## src/rtl/branch_predictor_pkg.sv

```systemverilog
// Shared definitions for the bimodal branch predictor: counter encodings
// and default geometry.
package branch_predictor_pkg;

   // Default log2 of the branch history table depth (64 entries).
   localparam int BP_INDEX_BITS = 6;

   // Default width of the resolved-branch statistics counters.
   localparam int BP_STAT_WIDTH = 16;

   // 2-bit saturating counter states; bit 1 is the taken/not-taken prediction.
   typedef enum logic [1:0] {
      BP_STRONG_NT = 2'b00,
      BP_WEAK_NT   = 2'b01,
      BP_WEAK_T    = 2'b10,
      BP_STRONG_T  = 2'b11
   } bp_counter_t;

endpackage

```

## src/rtl/branch_predictor_sat_counter2.sv

```systemverilog
// Next-state function of a 2-bit saturating counter: moves one step toward
// taken or not-taken and holds at either end instead of wrapping.
module sat_counter2
   import branch_predictor_pkg::*;
(
   input  logic [1:0] value,
   input  logic       taken,
   output logic [1:0] next_value
);

   // Step toward the resolved direction, saturating at the strong states.
   always_comb begin
      next_value = value;
      if (taken) begin
         if (value != BP_STRONG_T) begin
            next_value = value + 2'd1;
         end
      end else begin
         if (value != BP_STRONG_NT) begin
            next_value = value - 2'd1;
         end
      end
   end

endmodule

```

## src/rtl/branch_predictor.sv

```systemverilog
// Bimodal branch predictor: a table of 2-bit saturating counters indexed by
// the word-aligned low PC bits, looked up combinationally in ID and trained
// by branches resolving in EX, plus misprediction pulse and statistics.
module branch_predictor
   import branch_predictor_pkg::*;
#(
   parameter int INDEX_BITS = BP_INDEX_BITS,
   parameter int STAT_WIDTH = BP_STAT_WIDTH
) (
   input  logic                  clk,
   input  logic                  reset,
   input  logic                  i_id_branch,
   input  logic [31:0]           i_id_pc,
   output logic                  o_prediction,
   input  logic                  i_ex_update,
   input  logic [31:0]           i_ex_pc,
   input  logic                  i_ex_taken,
   input  logic                  i_ex_predicted,
   output logic                  o_mispredict,
   output logic [STAT_WIDTH-1:0] o_branch_count,
   output logic [STAT_WIDTH-1:0] o_mispredict_count
);

   localparam int ENTRIES = 1 << INDEX_BITS;

   logic [INDEX_BITS-1:0] id_index;
   logic [INDEX_BITS-1:0] ex_index;
   logic [1:0]            bht [ENTRIES];
   logic [1:0]            id_value;
   logic [1:0]            ex_value;
   logic [1:0]            update_next;
   logic [1:0]            bypass_next;
   logic                  bypass_hit;
   logic                  mispredict;

   logic                  mispredict_reg;
   logic [STAT_WIDTH-1:0] branch_count_reg;
   logic [STAT_WIDTH-1:0] mispredict_count_reg;

   // Upper PC bits and the byte offset do not take part in indexing;
   // aliasing between branches sharing low bits is accepted.
   logic unused_pc_bits;
   assign unused_pc_bits = ^{i_id_pc[31:INDEX_BITS+2], i_id_pc[1:0],
                             i_ex_pc[31:INDEX_BITS+2], i_ex_pc[1:0]};

   assign id_index = i_id_pc[INDEX_BITS+1:2];
   assign ex_index = i_ex_pc[INDEX_BITS+1:2];
   assign id_value = bht[id_index];
   assign ex_value = bht[ex_index];

   // Trained value for the entry being written this cycle.
   sat_counter2 u_update (
      .value      (ex_value),
      .taken      (i_ex_taken),
      .next_value (update_next)
   );

   // Post-update value of the looked-up entry, used when ID and EX collide.
   sat_counter2 u_bypass (
      .value      (id_value),
      .taken      (i_ex_taken),
      .next_value (bypass_next)
   );

   // Register-array table: every entry resets to weak-not-taken in one cycle.
   generate
      for (genvar gi = 0; gi < ENTRIES; gi++) begin : gen_bht
         logic [1:0] entry_reg;

         // Per-entry counter: reset wins over a simultaneous update.
         always_ff @(posedge clk) begin
            if (reset) begin
               entry_reg <= BP_WEAK_NT;
            end else if (i_ex_update && (ex_index == INDEX_BITS'(gi))) begin
               entry_reg <= update_next;
            end
         end

         assign bht[gi] = entry_reg;
      end
   endgenerate

   // Write-first lookup: a same-index update in flight is forwarded, except
   // while reset is held since that update will be discarded.
   always_comb begin
      bypass_hit   = i_ex_update && !reset && (id_index == ex_index);
      o_prediction = 1'b0;
      if (i_id_branch) begin
         if (bypass_hit) begin
            o_prediction = bypass_next[1];
         end else begin
            o_prediction = id_value[1];
         end
      end
   end

   assign mispredict = i_ex_taken ^ i_ex_predicted;

   // Misprediction pulse and saturating statistics, updated per resolved branch.
   always_ff @(posedge clk) begin
      if (reset) begin
         mispredict_reg       <= 1'b0;
         branch_count_reg     <= '0;
         mispredict_count_reg <= '0;
      end else if (i_ex_update) begin
         mispredict_reg <= mispredict;
         if (branch_count_reg != {STAT_WIDTH{1'b1}}) begin
            branch_count_reg <= branch_count_reg + 1'b1;
         end
         if (mispredict && (mispredict_count_reg != {STAT_WIDTH{1'b1}})) begin
            mispredict_count_reg <= mispredict_count_reg + 1'b1;
         end
      end else begin
         mispredict_reg <= 1'b0;
      end
   end

   assign o_mispredict       = mispredict_reg;
   assign o_branch_count     = branch_count_reg;
   assign o_mispredict_count = mispredict_count_reg;

endmodule
```

## config.mk

```make
export PLATFORM = sky130hd
export DESIGN_NAME = branch_predictor
export DESIGN_NICKNAME = d
export VERILOG_FILES = /design/src/rtl/branch_predictor_pkg.sv /design/src/rtl/branch_predictor_sat_counter2.sv /design/src/rtl/branch_predictor.sv
export SDC_FILE = /design/constraint.sdc
export NUM_CORES = 1
export LEC_CHECK = 0
export ABC_AREA = 1
export CORE_ASPECT_RATIO = 1.5
export CORE_MARGIN = 1.5
export CORE_UTILIZATION = 50
export CTS_BUF_LIST = sky130_fd_sc_hd__clkbuf_4 sky130_fd_sc_hd__clkbuf_8 sky130_fd_sc_hd__clkbuf_16
export DETAILED_ROUTE_END_ITERATION = 12
export PLACE_DENSITY_LB_ADDON = 0.15
export SLEW_MARGIN = 20
export SYNTH_ARGS = -nofsm -noshare
export SYNTH_HDL_FRONTEND = slang
export SYNTH_SLANG_ARGS = --single-unit
```

## constraint.sdc

```tcl
create_clock -name clk -period 7.3 [get_ports clk]
set_input_delay 2.19 -clock clk [delete_from_list [all_inputs] [get_ports clk]]
set_output_delay 2.19 -clock clk [all_outputs]
set_load 0.005 [all_outputs]
```

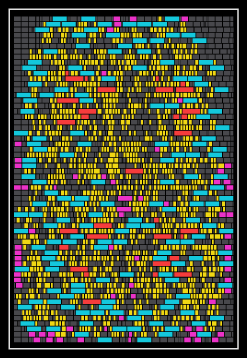
(run_1/placement_by_type.png)
(2 px per um) Fill, decap, tap and diode cells in grey.
Key: clock drivers and dummy loads = red [cells 32, share of their area 5.9%]; combinational and other logic = yellow [cells 1310, share of their area 56%]; other buffers and delay cells = magenta [cells 68, share of their area 6.4%]; flops = cyan [cells 161, share of their area 32%]
Seq/total area: 31.2%
FP Rows: 60
final instance area: 10300 um^2

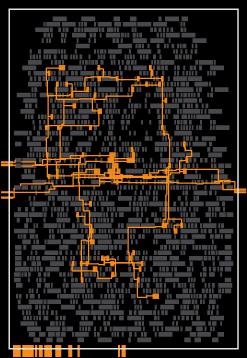
(run_1/io_fan.png)
(2 px per um)
Key: i_ex_pc = orange [bits 32, direction input, edge 26 south, 4 west, 2 east, end cells 79, wire 1330 um]
Buffers on Ports: 51
Ports: 104

==> metrics.yaml, run 1 <==
dp_hpwl_um: 20400
gp_congestion: 0.996
r2r_slack_ns: 4.57
core_um2: 17900
drc_errors: 0
status: "complete, no violations"
dr.pass1.iters: 6
antenna_left: 0
hold_class: "flop to flop"
crit_type: "input port to output pin"
fp-utilization_pct: 51.2
diodes: 0
fmax_mhz: 144
worstPathMaxFanout: 6
grt_pass1_wl_um: 47400
final_nets: 1630
path_buffers: 4
cp-start-kind: "input port"
powerDensity_nw_per_um2: 198
critPathCaptureType: "output pin"
dieHeight_um: 169
synth.most_common_cell: "nand2_1"
path_common_cell: "nand2_1"
cp_num_cells: 14
min_period_ns: 6.92
setup.worst_path.start: "i_id_pc[4]"
holdPathStages: 2
syn2layout_area_growth_pct: 12.5
critPathMaxStageDelay_ns: 0.50
critPathSlowestCell: "clkdlybuf4s50_1"
clockRootBuffer: "clkbuf_16"
period_used_pct: 94.8
first_global_vias: 9100
drt-initial-drc-count: 897
critPathCapture: "o_prediction"
crit_required_ns: 5.11
async_flop_share_pct: 0
slew_headroom_pct: 26.6
via_per_inst: 5.63
antenna_found_initial: 0
cap_violations: 0
hold_viol_final: 0
clk_path_buf_depth: 2
yosysWarnings: 0
min_to: "gen_bht[21].entry_reg[0]"
die_w_um: 114
whs_ns: 0.493
drive_gt1_share_pct: 4.14
finalSetupViolations: 0
grt_overflow: 0
crit_chain: "clkdlybuf4s50_1 -> inv_1 -> buf_4 -> nand3_1 -> nand2_1 -> nand2_1 -> nand3_1 -> nand3_1 -> nand2_1 -> nand2_1 -> nand3_1 -> nand2_1 -> nor2_1 -> clkdlybuf4s50_1"
holdCritStartpoint: "gen_bht[21].entry_reg[0]"
synth_area_per_cell_um2: 5.93
r2r_start: "gen_bht[48].entry_reg[1]"
htreeDepth: 4
finalSetupTns_ns: 0
grt_use_total_pct: 31.8
synth-area-yosys_um2: 9180
edf_count: 0
ys_cells: 1549
post_drt_wl_per_cell_um: 17.0
grt_max_degree: 78
worst_pin_slew_ns: 1.10
p_leak_nw: 4.25
post_cts_buffers: 0
syn_inst: 1549
warning_count: 78
arrival_ns: 4.73
syn-cell-area_um2: 9180
ir_drop_mv: 0.140
synth_cell_types: 32
ys.flops: 161
die-area_um2: 19200
synth-seq-area-share_pct: 35.1
drt_wl_total_um: 30400
rsz0062_at_grt: "no"
cts_tree: "yes"
via_count: 10100
place_area_um2: 9740
fp_nets: 1621
top_area_share_pct: 35.1
reg2reg_depth: 15
cts.reportedPaths.clkPinSlew_ns: 0.06
synthTopCellsByCount: "nand2_1, nor2_1, dfxtp_1"
timing.rr.end: "gen_bht[16].entry_reg[0]"
largest_reg_flops: 128
ctsResizeCount: 0
path_delay_family: "buffers and inverters"
cts_hold_buf: 0
slew_violations: 0
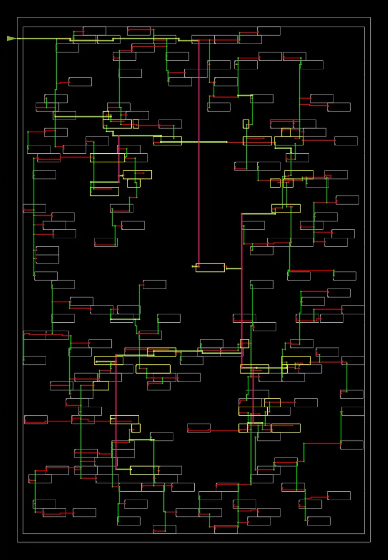
(run_1/clocks.png)
Num CTS Buffers: 17
P_clk: 0.000909 W
# clock sinks: 161
clock latency at the later pin of the worst-skew pair: 0.43 ns
Final Skew: 0.0128 ns

## run 1: where the power goes
part	switching, W	internal, W	total (W)
logic	0.000178	0.0000626	0.000241
registers	0.00000667	0.000886	0.000893
clock network	0.000382	0.000527	0.000909
total	0.000567	0.00148	0.00204
## run 1: metal layers
layer / GRT usage, % / up-vias / wire length, um
met2: 53.4 / 478 / 14300
li1: - / 4927 / -
met3: 4.26 / 127 / 2230
met5: 0 / - / 0
met4: 20.5 / 0 / 2000
met1: 37.9 / 4536 / 11900
## run 1: worst min-delay path, stage by stage (launching register included)
cell and delay, ns:
dfxtp_1 0.34, a21oi_1 0.07, nand2_1 0.05
## run 1: layout make-up
| class | count | area (um^2) |
|---|---|---|
| fillers | 1852 | 7610 |
| multi-input cells | 1162 | 5050 |
| flip-flops and latches | 161 | 3220 |
| repair buffers | 68 | 643 |
| inverters | 148 | 556 |
| clock buffers | 20 | 460 |
| well taps | 217 | 272 |
| clock inverters | 12 | 131 |
## run 1: cells in the final DEF (no fill, tap or decap), types with 10 or more instances in the layout
master           instances
nor2_1                 170
a21oi_1                155
o21ai_0                 98
nand2_1                554
nand3_1                113
inv_1                  144
nand4_1                 15
nor3_1                  10
clkbuf_16               17
clkdlybuf4s50_1         47
buf_4                   15
dfxtp_1                161
## run 1: cells by family after synthesis
group           synth area share, %
fa+ha+maj                     0.272
buf+inv                        9.96
compound gates                 14.7
flops                          35.1
simple gates                   38.7
xor+xnor                       1.34
## run 1: through the flow
step           power [W]  instances  utilization, %  setup WS [ns]
3_5_place_dp     0.00115       1756            54.3          0.508
5_1_grt          0.00210       1788            57.6          0.285
2_1_floorplan    0.00107       1549               -           1.52
4_1_cts          0.00204       1788            57.6          0.500
6_report         0.00204       1788            57.6          0.377
3_3_place_gp     0.00115       1756            54.3          0.513
==> run_1/clk_routes.png <==
(3 px per um)
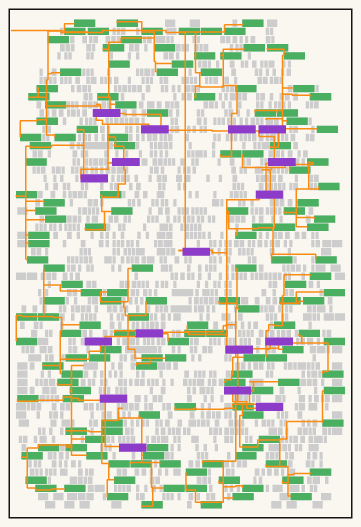

==> run 1 -> run 2 <==
--- a/config.mk
+++ b/config.mk
@@ -12,7 +12,9 @@
 export CTS_BUF_LIST = sky130_fd_sc_hd__clkbuf_4 sky130_fd_sc_hd__clkbuf_8 sky130_fd_sc_hd__clkbuf_16
 export DETAILED_ROUTE_END_ITERATION = 12
 export PLACE_DENSITY_LB_ADDON = 0.15
+export RECOVER_POWER = 50
 export SLEW_MARGIN = 20
 export SYNTH_ARGS = -nofsm -noshare
 export SYNTH_HDL_FRONTEND = slang
+export SYNTH_HIERARCHICAL = 1
 export SYNTH_SLANG_ARGS = --single-unit
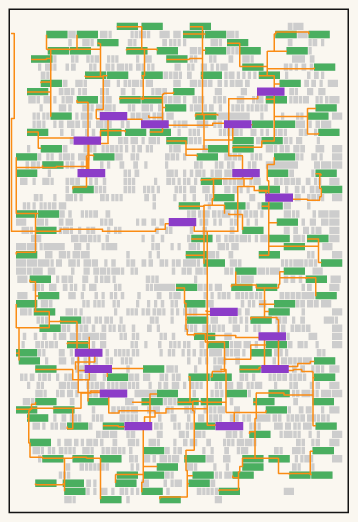
(run_2/clk_routes.png)
(3 px per um)
Key: clock drivers = purple [count 17]; flip-flops = green [count 161]; clock wires = orange [length 2110 um]
Position of the flops: all over the die. There are 18 routed clock nets.

==> run 2 against run 1 <==
Net effect: the flow now finishes with violations (DRC, capacitance limit, slew limit); clock skew shrank 0.0021 ns; clock power grew 2.8%; cell area shrank 1.4%; die size shrank 2.0%; sequential share of layout area grew 0.45 points; first-iteration DRC count grew 14%; hold slack lost 0.0096 ns; fmax shrank 0.33%; critical path type unchanged.
==> metrics.yaml, run 2 <==
first_global_vias: 8769  # was 9100
cp-start-kind: "input port"  # unchanged
critPathSlowestCell: "clkdlybuf4s50_1"  # unchanged
syn-cell-area_um2: 9000  # was 9180 um^2
clk_latency_ns: 0.44  # was 0.43 ns
utilization_pct: 58.2  # was 57.6%
crit_chain: "clkdlybuf4s50_1 -> inv_1 -> buf_4 -> o21ai_0 -> o22ai_1 -> nand2_1 -> nand2_1 -> nand2_1 -> nand3_1 -> nand3_1 -> nand2_1 -> o21ai_1 -> nand2_1 -> o21ai_1 -> inv_1 -> nand2_1 -> inv_1 -> clkdlybuf4s50_1"  # was clkdlybuf4s50_1 -> inv_1 -> buf_4 -> nand3_1 -> nand2_1 -> nand2_1 -> nand3_1 -> nand3_1 -> nand2_1 -> nand2_1 -> nand3_1 -> nand2_1 -> nor2_1 -> clkdlybuf4s50_1
worstPathMaxFanout: 16  # was 6
path_buffers: 6  # was 4
grt_overflow: 0  # unchanged
via_per_inst: 5.71  # was 5.63
hold_viol_final: 0  # unchanged
gp_congestion: 0.990  # was 0.996
htreeDepth: 4  # unchanged
clockRootBuffer: "clkbuf_16"  # unchanged
grt_use_total_pct: 30.5  # was 31.8%
via_count: 9333  # was 10100
critPathCaptureType: "output pin"  # unchanged
dieHeight_um: 167  # was 169 um
die_w_um: 113  # was 114 um
synth_area_per_cell_um2: 6.44  # was 5.93 um^2
drt_wl_total_um: 27900  # was 30400 um
clk_path_buf_depth: 2  # unchanged
power_w: 0.00206  # was 0.00204 W
cap_violations: 2  # was 0
cts_hold_buf: 0  # unchanged
cts_tree: "yes"  # unchanged
core_um2: 17500  # was 17900 um^2
clkSinkCount: 161  # unchanged
path_common_cell: "nand2_1"  # unchanged
syn_inst: 1397  # was 1549
final_nets: 1481  # was 1630
largest_reg_flops: 128  # unchanged
min_period_ns: 6.95  # was 6.92 ns
drive_gt1_share_pct: 9.77  # was 4.14%
arrival_ns: 4.76  # was 4.73 ns
failed_checks: "DRC, capacitance limit, slew limit"
drc_errors: 6  # was 0
slew_headroom_pct: -95.2  # was 26.6%
fp_nets: 1469  # was 1621
rsz0062_at_grt: "no"  # unchanged
yosysWarnings: 6  # was 0
slew_violations: 142  # was 0
port_buffers: 51  # unchanged
period_used_pct: 95.2  # was 94.8%
post_cts_buffers: 0  # unchanged
cts.reportedPaths.clkPinSlew_ns: 0.07  # was 0.06 ns
p_leak_nw: 4.44  # was 4.25 nW
fp-utilization_pct: 51.4  # was 51.2%
fin_area_um2: 10200  # was 10300 um^2
diodes: 0  # unchanged
status: "finished with violations"  # was complete, no violations
crit_type: "input port to output pin"  # unchanged
fin_cells: 1635  # was 1788
run 2: worst min-delay path, delay by kind of cell (launching register included):
kind	cells	cell delay, ns
AND/OR/NAND/NOR	1	0.06
AND-OR/OR-AND	1	0.06
flip-flops	1	0.32
run 2: stage by stage:
stage	setup slack (ns)	hold slack (ns)
after floorplan	1.59	0.455
after global placement	0.427	0.468
after detailed placement	0.386	0.478
after CTS	0.382	0.490
after global routing	0.0791	0.519
final	0.354	0.483
run 2: report_power, final:
group          total, W  leakage, nW  switching [W]  internal (W)
clock network  0.000934        0.295       0.000409      0.000525
logic          0.000230         2.84       0.000168     0.0000628
registers      0.000892         1.30     0.00000673      0.000886
run 2: area by class of cell:
cell class | count | area, um^2 | area share, %
multi-input combinational | 1015 | 4870 | 47.8
sequential | 161 | 3220 | 31.6
timing repair buffer | 68 | 664 | 6.52
inverter | 146 | 551 | 5.41
clock buffer | 18 | 439 | 4.31
tap | 213 | 267 | 2.62
clock inverter | 14 | 171 | 1.68
run 2: routing by layer:
metal | vias up | share of wire [%] | GRT usage [%]
met3 | 71 | 5.9 | 4.89
met2 | 351 | 47 | 50.8
met5 | - | 0 | 0
li1 | 4633 | - | -
met1 | 4278 | 42 | 38.0
met4 | 0 | 4.3 | 15.6
run 2: final timing paths:
check	startpoint	end	slack [ns]	depth (start not counted)
setup / recovery	i_id_pc[3]	o_prediction	0.35	18
hold / removal	o_branch_count[13]	o_branch_count[13]	0.48	2
setup reg to reg	gen_bht[36].entry_reg[1]	gen_bht[24].entry_reg[1]	4.76	13
hold reg to reg	o_branch_count[13]	o_branch_count[13]	0.48	2
==> run_2/placement_by_type.png <==
(2 px per um) Fill, decap, tap and diode cells in grey.
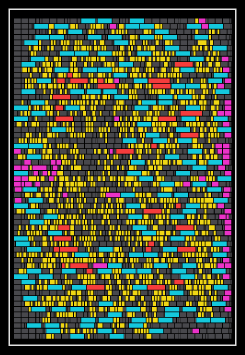

==> run 2 -> run 3 <==
--- a/config.mk
+++ b/config.mk
@@ -11,8 +11,10 @@
 export CORE_UTILIZATION = 50
 export CTS_BUF_LIST = sky130_fd_sc_hd__clkbuf_4 sky130_fd_sc_hd__clkbuf_8 sky130_fd_sc_hd__clkbuf_16
 export DETAILED_ROUTE_END_ITERATION = 12
+export HOLD_SLACK_MARGIN = 0.15
 export PLACE_DENSITY_LB_ADDON = 0.15
 export RECOVER_POWER = 50
+export REMOVE_ABC_BUFFERS = 1
 export SLEW_MARGIN = 20
 export SYNTH_ARGS = -nofsm -noshare
 export SYNTH_HDL_FRONTEND = slang
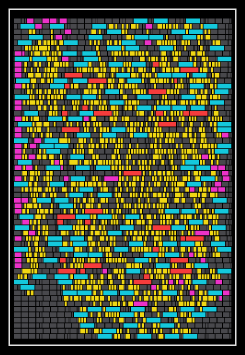
(run_3/placement_by_type.png)
(2 px per um) Fill, decap, tap and diode cells in grey.
Key: combinational and other logic = yellow [cells 1161, share of their area 55%]; flops = cyan [cells 161, share of their area 33%]; other buffers and delay cells = magenta [cells 67, share of their area 6.6%]; clock drivers and dummy loads = red [cells 32, share of their area 5.8%]

==> run 3 against run 2 <==
Net effect: the flow still finishes with violations (DRC, capacitance limit, slew limit); routed wire length down 2.0%; area after synthesis unchanged; clock skew about the same; first-iteration DRC count is 12% lower; clock power fell by 4.5%; critical path type unchanged.
==> metrics.yaml, run 3 <==
clockRootBuffer: "clkbuf_16"  # unchanged
wl_met3_um: 1710  # was 1630 um
fin_cells: 1634  # was 1635
dp_cells: 1602  # was 1603
finalSetupTns_ns: 0  # unchanged
fp-utilization_pct: 51.4  # unchanged
drive_gt1_share_pct: 9.71  # was 9.77%
ctsResizeCount: 0  # unchanged
clk_latency_ns: 0.44  # about the same
status: "finished with violations"  # unchanged
switching_share_pct: 29.1  # was 28.4%
cts_tree: "yes"  # unchanged
clk_path_buf_depth: 2  # unchanged
utilization_pct: 58.0  # was 58.2%
via_per_inst: 5.76  # was 5.71
drc_errors: 3  # was 6
warning_count: 77  # was 80
power_w: 0.00201  # was 0.00206 W
grt_overflow: 0  # unchanged
setup.worst_path.start: "i_id_pc[3]"  # unchanged
drt-initial-drc-count: 896  # was 1023
min_period_ns: 6.98  # was 6.95 ns
syn-cell-area_um2: 9000  # unchanged
largest_reg_flops: 128  # unchanged
r2r_slack_ns: 4.73  # was 4.76 ns
ir_drop_mv: 0.142  # about the same
worstPathMaxFanout: 16  # unchanged
gp_congestion: 0.955  # was 0.990
dp_hpwl_um: 17600  # was 18600 um
dieHeight_um: 167  # unchanged
cap_violations: 1  # was 2
hold_class: "flop to flop"  # unchanged
final_nets: 1480  # was 1481
rows: 59  # unchanged
syn2layout_area_growth_pct: 12.7  # was 13.2%
critPathCaptureType: "output pin"  # unchanged
drt_wl_total_um: 27300  # was 27900 um
critPathCapture: "o_prediction"  # unchanged
fin_skew_ns: 0.0107  # about the same
core_um2: 17500  # unchanged
antenna_left: 0  # unchanged
io_pins: 104  # unchanged
whs_ns: 0.480  # was 0.483 ns
period_used_pct: 95.6  # was 95.2%
powerDensity_nw_per_um2: 198  # was 202 nW/um^2
met1Wirelength_um: 11400  # was 11800 um
cts_hold_buf: 0  # unchanged
timing.rr.end: "gen_bht[17].entry_reg[1]"  # was gen_bht[24].entry_reg[1]
syn_inst: 1397  # unchanged
wl_met2_um: 13100  # was 13200 um
p_leak_nw: 4.40  # was 4.44 nW
cts_made_buffers: 17  # unchanged
finalSetupViolations: 0  # unchanged
hold_viol_final: 0  # unchanged
post_cts_buffers: 0  # unchanged
first_global_vias: 8881  # was 8769
pwr-share-seq_pct: 44.3  # was 43.4%
cts.reportedPaths.clkPinSlew_ns: 0.07  # about the same
fin_area_um2: 10100  # was 10200 um^2
p_int_w: 0.00143  # was 0.00147 W
crit_type: "input port to output pin"  # unchanged
crit_required_ns: 5.11  # about the same
arrival_ns: 4.79  # was 4.76 ns
fmax_mhz: 143  # was 144 MHz
place_area_um2: 9590  # was 9600 um^2
slew_violations: 69  # was 142
clkSinkCount: 161  # unchanged
p_sw_w: 0.000586  # was 0.000583 W
antenna_found_initial: 0  # unchanged
failed_checks: "DRC, capacitance limit, slew limit"  # unchanged
die_w_um: 113  # unchanged
via_count: 9409  # was 9333
htreeDepth: 4  # unchanged
die-area_um2: 18800  # unchanged
pwr-share-comb_pct: 11.3  # was 11.2%
dr.pass1.iters: 12  # was 9
grt_use_total_pct: 29.8  # was 30.5%
synth_area_per_cell_um2: 6.44  # unchanged
lay_top_count: "nand2_1"  # unchanged
setup_ws_ns: 0.319  # was 0.354 ns
layout_top_cells: "nand2_1, nor2_1, dfxtp_1"  # unchanged
highest_layer: "met4"  # unchanged
p_clk_share_pct: 44.3  # was 45.4%
grt_max_degree: 80  # was 108
port_buffers: 51  # unchanged
-- run 3: power by group through the flow --
stage          clock network [W]  registers, W  logic, W
6_report                0.000892      0.000892  0.000228
5_1_grt                 0.000941      0.000893  0.000248
2_1_floorplan                  0      0.000911  0.000122
4_1_cts                 0.000901      0.000892  0.000226
3_5_place_dp                   0      0.000912  0.000224
3_3_place_gp                   0      0.000912  0.000223
-- run 3: final cells by class --
cell class                      count  area, um^2
Fill cell                        1709        7350
Multi-Input combinational cell   1015        4870
Sequential cell                   161        3220
Timing Repair Buffer               67         656
Inverter                          146         549
Clock buffer                       17         425
Tap cell                          213         267
Clock inverter                     15         148
-- run 3: critical path, cell delays in order --
cell and delay (ns):
clkdlybuf4s50_1 0.58, buf_4 0.28, o21ai_0 0.13, o22ai_1 0.21, nand2_1 0.12, nand2_1 0.11, nand2_1 0.07, nand3_1 0.08
nand3_1 0.08, nand2_1 0.06, o21ai_1 0.06, nand2_1 0.07, o21ai_1 0.06, inv_1 0.05, nand2_1 0.08, inv_1 0.06
clkdlybuf4s50_1 0.50
-- run 3: worst min-delay path by stage --
| stage | startpoint | to | slack (ns) | depth (start not counted) |
|---|---|---|---|---|
| after floorplan | gen_bht[9].entry_reg[0] | gen_bht[9].entry_reg[0] | 0.46 | 2 |
| after global placement | o_mispredict_count[14] | o_mispredict_count[14] | 0.47 | 2 |
| after detailed placement | o_branch_count[13] | o_branch_count[13] | 0.47 | 2 |
| after CTS | o_branch_count[13] | o_branch_count[13] | 0.48 | 2 |
| after global routing | gen_bht[29].entry_reg[0] | gen_bht[29].entry_reg[0] | 0.51 | 2 |
| final | o_branch_count[15] | o_branch_count[15] | 0.48 | 2 |
-- run 3: layer usage --
metal,track usage (%),vias up
li1,-,4631
met1,36.3,4314
met2,50.7,373
met3,4.85,91
met4,14.6,0
met5,0,-
Power figures rest on the tool's default switching activity, not on a simulated workload.
